==> config.mk <==
export PLATFORM = sky130hd
export DESIGN_NAME = pe_operand_feeder
export DESIGN_NICKNAME = d
export VERILOG_FILES = /design/src/rtl/pe_operand_feeder.sv
export SDC_FILE = /design/constraint.sdc
export NUM_CORES = 1
export LEC_CHECK = 0
export ABC_CLOCK_PERIOD_IN_PS = 5100
export CAP_MARGIN = 30
export CELL_PAD_IN_SITES_DETAIL_PLACEMENT = 1
export CELL_PAD_IN_SITES_GLOBAL_PLACEMENT = 1
export CORE_MARGIN = 2
export CORE_UTILIZATION = 37
export DETAILED_ROUTE_END_ITERATION = 16
export PLACE_DENSITY_LB_ADDON = 0.1
export SYNTH_ARGS = -nofsm -noshare
export SYNTH_HDL_FRONTEND = slang
export SYNTH_SLANG_ARGS = --single-unit
==> constraint.sdc <==
create_clock -name clock -period 5.1 [get_ports clock]
set_input_delay 1.02 -clock clock [delete_from_list [all_inputs] [get_ports clock]]
set_output_delay 1.02 -clock clock [all_outputs]
set_load 0.01 [all_outputs]
**Clock distribution**

Scale bar: 20 um.
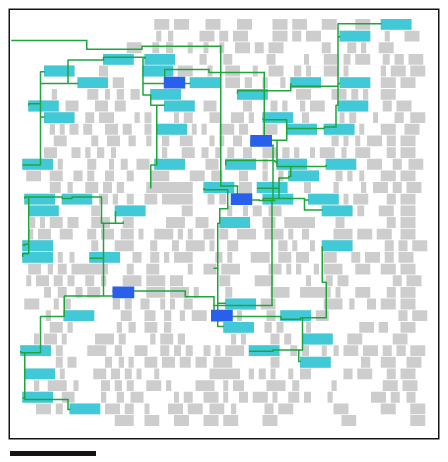
- flip-flops: cyan (count 51)
- clock wires: green (length 739 um)
- clock-net drivers: blue (count 5)
- flops lie: all over the die
final setup skew: 0.0117 ns
clock latency of the later-clocked register in the worst-skew pair: 0.33 ns

**Where the registers sit**

Other sequential cells in the stronger gray, the rest of the logic in the fainter gray.
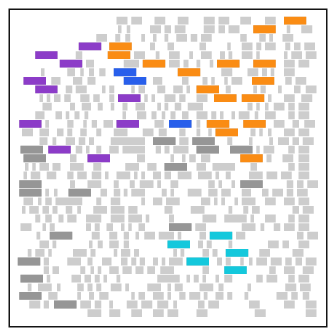
- r_q: purple (sequential cells 10)
- state_q: blue (sequential cells 3)
- res_data: orange (sequential cells 16)
- kc_q: cyan (sequential cells 5)
- not colored: 17
sequential cell area: 1020 um^2
Power Sequential: 0.413 mW
share of cell area taken by flip-flops and latches: 22.1%

==> results.ini <==
[global_route]
busiest_layer=met2
grt_max_degree=33
antenna_found_initial=0
grtUsageMet2_pct=33.6
use_met3_pct=4.18
global_route_usage_sum_pct=19.7
grt.overflow.total=0
global_route.usage.met1_pct=25.5
grt_first_pass_wirelength_mm=16.0
grt_pass1_vias=3286

[sta]
fmaxAchievable_mhz=228
tns_ns=0
hold_viol=0
period_minus_slack_ns=4.39
fin_worst_hold_slack_ns=0.459
final_setup_vio_count=0
slew_viol_final=0
relSlewSlack_pct=46.3
min_period_over_period_pct=86.1
tightestPinTransition_ns=0.795
fin_ws_ns=0.711
rsz0062_at_grt=no

[logic_synthesis]
fraction_of_synthesized_cell_area_taken_by_the_top_area_cell_type_pct=30.0
fa_ha_maj_cells_area_fraction_pct=12.3
post_synth_most_frequent_cells=sky130_fd_sc_hd__nor2_1, sky130_fd_sc_hd__dfxtp_1, sky130_fd_sc_hd__nand2_1
top_cell_type_by_instance_count_after_synthesis=sky130_fd_sc_hd__nor2_1
synth.comb.largest_family=simple AND/OR/NAND/NOR gates
seq_area_frac_synth_pct=30.0
edf_count=0
compound_area_share_pct=11.9
synth-async-reset-ratio_pct=0
synthTopCellsByArea=sky130_fd_sc_hd__dfxtp_1, sky130_fd_sc_hd__ha_1, sky130_fd_sc_hd__and2_1
synthesis.area_per_instance_um2=7.84
yosys.stat.chipArea_um2=3400
simple_gate_share_pct=31.7
mappedNetlistArea_um2=3400
synth.mux.area_fraction_pct=0.882
mappedNetlistNets=501
ys.flops=51
yosys_warnings=0
number_of_cells_in_yosys_stat=434
synthFlopType=sky130_fd_sc_hd__dfxtp_1
yosys.cell_types.count=52
synth.largest_area_cell=sky130_fd_sc_hd__dfxtp_1

[cts]
postCtsHoldBufs=0
post-cts-setup-buffer-count=0
clk_path_buf_depth=2
cts_root_buffer=sky130_fd_sc_hd__clkbuf_8
cts.clk_slew.worst_paths_ns=0.10
cts_buffers=5
cts_tree=yes

[worst_setup_path]
cpLargestDelayFamily=adder cells
cp.arrival_ns=3.37
cp-end-kind=primary output
timing.setup.critical_path_class=flip-flop to primary output
worst_ep_required_time_ns=4.08
critical_path_cell_by_cell=ha_1 -> inv_1 -> fa_1 -> xnor2_1 -> ha_1 -> a211oi_1 -> a21oi_1 -> a31oi_1 -> nor3_1 -> nor3b_1 -> clkdlybuf4s50_1
rr_worst_depth=6
path_buffers=2
cp_slowest_cell=sky130_fd_sc_hd__clkdlybuf4s50_1
timing.critical_path.depth=11
r2r_slack_ns=2.52
most_used_cell_cp=sky130_fd_sc_hd__ha_1
critical_path_peak_fanout=6
crit_path_max_incr_delay_ns=0.58
crit_path_start_kind=flip-flop

[cells_and_area]
largest_register_ff_count=16
fin_area_um2=4630
n_clock_buffer=5
flow.area_growth_from_synthesis_pct=35.9
n_antenna_cell=0
final_core_utilization_pct=51.0
buffer_area_share_pct=22.8
multiInputCombCellCount=342
final.signal_inverter_count=22
fill_cells=1120
final_common_cell=sky130_fd_sc_hd__clkdlybuf4s50_1
comb-cell-share_pct=47.8
clock_area_share_pct=2.49
most-common-layout-cells=sky130_fd_sc_hd__clkdlybuf4s50_1, sky130_fd_sc_hd__nor2_1, sky130_fd_sc_hd__dfxtp_1, sky130_fd_sc_hd__nand2_1, sky130_fd_sc_hd__and2_1
largest_cell_class=logic gates
nets=595
layoutNonFillerInstCount=640
n_sequential_cell=51
signal_buffers=106
layout-drive-gt1-share_pct=3.02

[pwr]
ir_drop_uv=107
clkPwrFrac_pct=35.0
power_density_nw_per_um2=184
power.switching_fraction_pct=26.5
clock_power_mw=0.298
combinational_fraction_of_design_power_pct=16.5
power.largest_group=sequential cells
p_switching_mw=0.226
total_power_of_the_final_layout_mw=0.852

[routing]
route.top_layer_used=met4
wl_met3_um=519
num_vias=3334
drt-wirelength-per-cell_um=15.2
viasPerCell=5.21
routed_wirelength_mm=9.72
met1_length_mm=4.46
route.antenna.remaining_nets=0
post-route-drc-count=0
drt-initial-drc-count=88
met2WireLength_mm=4.64

[floorplan]
design.die.area_um2=9990
core_region_area_um2=9060
floorplan.initialDensity_pct=37.6
std_cell_rows=35
io_pins=105
tap-cell-count=111

[placement]
place.port_buffers=104
placed_area_um2=4510
globalplace.congestion=0.826
dp_hpwl_mm=7.68

[flow_run]
warnings=28
drv_cap=0

[worst_hold_path]
hold_class=flip-flop to flip-flop
worst_hold_path.num_cells=2

[outcome]
outcome=finished, final reports clean

Power figures rest on the tool's default switching activity, not on a simulated workload.
